===== src/rtl/aes_kctl.sv =====
`default_nettype none
// +--------------------------------------------------------------------------+
// | Module  : aes_kctl                                                       |
// | Purpose : AES key-expansion / round-key sequencing controller.           |
// |           Optional expansion timeout enabled by AES_KCTL_TIMEOUT_EN.     |
// | Revision: 1.0 - initial release                                          |
// +--------------------------------------------------------------------------+
module aes_kctl #(
  parameter int unsigned NR      = 10,
  parameter int unsigned TIMEOUT = 64
) (
  input  logic       clk,
  input  logic       rst,
  input  logic       key_load,
  output logic       kexp_enable,
  input  logic       kexp_ready,
  output logic       key_valid,
  output logic       key_busy,
  input  logic       round_start,
  input  logic       round_dir,
  output logic       round_valid,
  input  logic       round_ack,
  output logic [3:0] round_idx,
  output logic       round_last,
  output logic       err
);

  typedef enum logic [2:0] {
    S_IDLE   = 3'd0,
    S_EXPAND = 3'd1,
    S_KEYED  = 3'd2,
    S_STREAM = 3'd3,
    S_ERROR  = 3'd4
  } state_t;

  localparam logic [3:0] c_NR = 4'(NR);

  state_t     r_state, w_state_n;
  logic [3:0] r_idx, w_idx_n;
  logic       r_dir, w_dir_n;
  logic       w_last, w_last_n, w_expired;

  logic       r_kexp_enable, r_key_valid, r_key_busy;
  logic       r_round_valid, r_round_last;
  logic [3:0] r_round_idx;

`ifdef AES_KCTL_TIMEOUT_EN
  localparam int unsigned   c_TW   = (TIMEOUT > 1) ? $clog2(TIMEOUT) : 1;
  localparam logic [c_TW-1:0] c_TMAX = c_TW'(TIMEOUT - 1);

  logic [c_TW-1:0] r_tcnt, w_tcnt_n;
  logic            r_err;

  // Counter is zero on EXPAND entry and on every key_load restart.
  always_comb begin
    w_tcnt_n = '0;
    if (r_state == S_EXPAND && !key_load) w_tcnt_n = r_tcnt + c_TW'(1);
  end

  assign w_expired = (r_tcnt == c_TMAX);

  always_ff @(posedge clk) begin
    if (rst) begin
      r_tcnt <= '0;
      r_err  <= 1'b0;
    end else begin
      r_tcnt <= w_tcnt_n;
      r_err  <= (w_state_n == S_ERROR);
    end
  end

  assign err = r_err;
`else
  assign w_expired = 1'b0;
  assign err       = 1'b0;
`endif

  always_comb begin
    w_state_n = r_state;
    w_idx_n   = r_idx;
    w_dir_n   = r_dir;
    w_last    = r_dir ? (r_idx == 4'd0) : (r_idx == c_NR);
    case (r_state)
      S_IDLE: begin
        if (key_load) w_state_n = S_EXPAND;
      end
      S_EXPAND: begin
        // A fresh key_load restarts expansion even if ready arrives with it.
        if (key_load)        w_state_n = S_EXPAND;
        else if (kexp_ready) w_state_n = S_KEYED;
        else if (w_expired)  w_state_n = S_ERROR;
      end
      S_KEYED: begin
        if (key_load) begin
          w_state_n = S_EXPAND;
        end else if (round_start) begin
          w_state_n = S_STREAM;
          w_dir_n   = round_dir;
          w_idx_n   = round_dir ? c_NR : 4'd0;
        end
      end
      S_STREAM: begin
        if (key_load) begin
          w_state_n = S_EXPAND;
        end else if (round_ack) begin
          if (w_last)     w_state_n = S_KEYED;
          else if (r_dir) w_idx_n   = r_idx - 4'd1;
          else            w_idx_n   = r_idx + 4'd1;
        end
      end
      S_ERROR: begin
        if (key_load) w_state_n = S_EXPAND;
      end
      default: w_state_n = S_IDLE;
    endcase
    w_last_n = w_dir_n ? (w_idx_n == 4'd0) : (w_idx_n == c_NR);
  end

  // Outputs are registered from the next-state decode so they line up with r_state.
  always_ff @(posedge clk) begin
    if (rst) begin
      r_state       <= S_IDLE;
      r_idx         <= 4'd0;
      r_dir         <= 1'b0;
      r_kexp_enable <= 1'b0;
      r_key_valid   <= 1'b0;
      r_key_busy    <= 1'b0;
      r_round_valid <= 1'b0;
      r_round_last  <= 1'b0;
      r_round_idx   <= 4'd0;
    end else begin
      r_state       <= w_state_n;
      r_idx         <= w_idx_n;
      r_dir         <= w_dir_n;
      r_kexp_enable <= (w_state_n == S_EXPAND) || (w_state_n == S_KEYED) ||
                       (w_state_n == S_STREAM);
      r_key_busy    <= (w_state_n == S_EXPAND);
      r_key_valid   <= (w_state_n == S_KEYED) || (w_state_n == S_STREAM);
      r_round_valid <= (w_state_n == S_STREAM);
      r_round_last  <= (w_state_n == S_STREAM) && w_last_n;
      r_round_idx   <= (w_state_n == S_STREAM) ? w_idx_n : 4'd0;
    end
  end

  assign kexp_enable = r_kexp_enable;
  assign key_valid   = r_key_valid;
  assign key_busy    = r_key_busy;
  assign round_valid = r_round_valid;
  assign round_last  = r_round_last;
  assign round_idx   = r_round_idx;

endmodule
`default_nettype wire


===== config.mk =====
export PLATFORM = sky130hd
export DESIGN_NAME = aes_kctl
export DESIGN_NICKNAME = d
export VERILOG_FILES = /design/src/rtl/aes_kctl.sv
export SDC_FILE = /design/constraint.sdc
export NUM_CORES = 1
export LEC_CHECK = 0
export CAP_MARGIN = 30
export CORE_ASPECT_RATIO = 1.5
export CORE_MARGIN = 2
export CORE_UTILIZATION = 30
export CTS_CLUSTER_SIZE = 20
export DETAILED_ROUTE_END_ITERATION = 7
export PLACE_DENSITY = 0.55
export SETUP_SLACK_MARGIN = 0.05
export SYNTH_ARGS = -nofsm -noshare
export SYNTH_HDL_FRONTEND = slang
export SYNTH_SLANG_ARGS = --single-unit
export TNS_END_PERCENT = 1

===== constraint.sdc =====
create_clock -name clk -period 4.7 [get_ports clk]
set_clock_uncertainty 0.05 [all_clocks]
set_input_delay 0.47 -clock clk [delete_from_list [all_inputs] [get_ports clk]]
set_output_delay 0.47 -clock clk [all_outputs]
set_load 0.02 [all_outputs]

### Cell outlines without signal wires

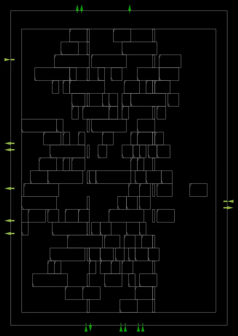
Fill cells: 260
tap cells: 24
CORE AREA: 0.00245 sq mm
final std cells w/o fill: 130

### Signal metal coverage by tile

Scale: 6 px per um. 9 x 13 tiles, from dark purple (low) to yellow (high), scaled to the fullest tile. Values are wire area over tile area, all layers added.
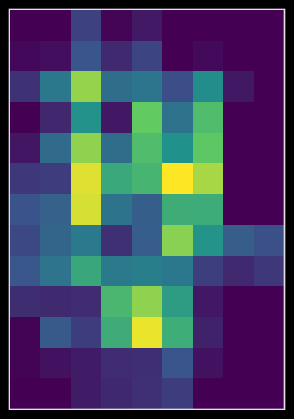
mean over tiles	0.083
emptiest ninth of the die	south-east
tiles over half the peak	21%
densest ninth of the die	centre
fullest tile	0.32

### Register map, names as in the netlist

Scale: 6 px per um. Other sequential cells in the stronger grey, the rest of the logic in the fainter grey.
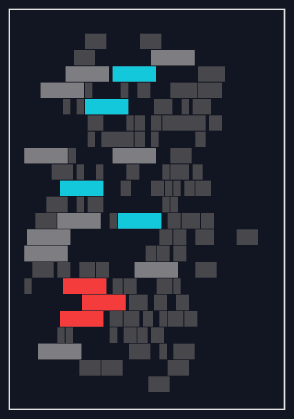
colour	signal	flops
cyan	r_idx	4
red	r_state	3
not coloured	10

### Drive-strength map

Scale: 4 px per um.
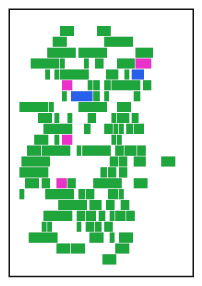
colour	size	cells	share
magenta	_3 and _4 cells	4	3.8%
green	_0 and _1 cells	100	94%
blue	_2 cells	2	1.9%

==> results.json <==
{
  "top_area_share_pct": 43.7,
  "crit_type": "reg2reg",
  "rr_endpoint": "round_last",
  "pre_cts_ws_ns": 2.01,
  "ys_seq_share_pct": 43.7,
  "status": "completed",
  "syn_to_final_growth_pct": 25.0,
  "grtUsageTotal_pct": 12.4,
  "reg2reg_depth": 7,
  "numCtsBuffers": 3,
  "ys_top_logic_family": "simple AND/OR/NAND/NOR gates",
  "totalWireLength_mm": 1.61,
  "cts_setup_buffers": 0,
  "power_uw": 252,
  "cp-startpoint": "r_dir",
  "maxCapViolCount": 0,
  "critical_path_required_ns": 4.84,
  "initCoreUtil_pct": 31.8,
  "chip_area_sq_mm": 0.00303,
  "drt-initial-drc-count": 11,
  "path_buffers": 0,
  "synth_top_cell_by_count": "dfxtp_1",
  "cts-root-buf": "clkbuf_4",
  "cts.repair.resized": 0,
  "fin_util_pct": 39.8,
  "grtUsageMet2_pct": 18.8,
  "yosys_cells": 89,
  "fp.dieW_um": 45.6,
  "rsz0062_at_grt": "false",
  "r2r-start": "r_dir",
  "hold_viol": 0,
  "tool_warnings": 26,
  "via_per_inst": 5.09,
  "globalRouteMet1Util_pct": 15.8,
  "cp.arrival_ns": 2.75,
  "min_path_cells": 1,
  "r2r_slack_ns": 2.09,
  "clock_sinks": 17,
  "crit_path_end": "round_last",
  "wl_met3_um": 46,
  "fin_nets": 117,
  "worst_slack_ns": 2.09,
  "pwr_density_cell_mw_per_mm2": 258,
  "syn_area_sq_um": 779,
  "top_layer_used": "met4",
  "fin_crit_ns": 2.61,
  "hpwlAfterDp_mm": 1.23,
  "cpMostUsedCell": "or3_1",
  "fp.dieH_um": 66.4,
  "worstSetupStartpointType": "flip-flop",
  "ys.flop_type": "dfxtp_1",
  "antenna_found_initial": 0,
  "post_drt_wl_per_cell_um": 12.4,
  "yosysWarnings": 0,
  "ant_nets": 0,
  "finalSetupViolations": 0,
  "leakage_nw": 0.401,
  "finalInstanceArea_sq_um": 975,
  "first_pass_iters": 4,
  "cts_buffer_depth": 2,
  "ioPinCount": 17,
  "whs_endpoint": "r_state[2]",
  "dpl_cell_area_sq_um": 948,
  "use_met3_pct": 1.91,
  "cts_tree": "yes",
  "ys_sh_aoi_pct": 18.0,
  "synth.area.mux_share_pct": 0,
  "gp_congestion": 0.679,
  "lay_top_cells": "dfxtp_1, nor2_1, clkdlybuf4s50_1, a21oi_1",
  "final_common_cell": "dfxtp_1",
  "yosys.area_share.adder_pct": 5.78,
  "portBuffers": 15,
  "hp-start": "r_state[2]",
  "timing.final.crit_share_pct": 55.5,
  "common_cells": "dfxtp_1, nor2_1, a21oi_1, and3_1, nand2_1",
  "cpLargestDelayFamily": "simple AND/OR/NAND/NOR gates",
  "vias": 662,
  "clk_pin_slew_ns": 0.09,
  "synthArstFlopShare_pct": 0,
  "busiest_layer": "met2",
  "rows": 22,
  "hp-class": "reg2reg",
  "crit_cells": 7,
  "maxSlewViolCount": 0,
  "ys_top_cells_by_area": "dfxtp_1, nor2_1, a21oi_1",
  "yosysTopAreaCell": "dfxtp_1",
  "yosys_area_sq_um": 779,
  "met2_length_um": 779,
  "cp_slowest_stage_delay_ns": 0.46,
  "synth-edff-count": 0,
  "max_freq_mhz": 383,
  "cp_max_fo": 8,
  "drc_errors": 0
}
[report_power, final]
group	internal [mW]	switching (mW)
logic	0.0133	0.0137
registers	0.147	0.00243
clock network	0.0330	0.0418
[state kept, by name, indices dropped and copies added (netlist names)]
register	flops
r_state	3
round_valid	1
r_idx	4
r_dir	1
kexp_enable	1
key_busy	1
key_valid	1
round_last	1
round_idx	4
[cell type report]
| cell class | count | area (sq um) |
|---|---|---|
| Clock buffer | 4 | 26.3 |
| Fill cell | 260 | 1480 |
| Inverter | 3 | 11.3 |
| Multi-Input combinational cell | 67 | 417 |
| Sequential cell | 17 | 340 |
| Tap cell | 24 | 30.0 |
| Timing Repair Buffer | 15 | 150 |
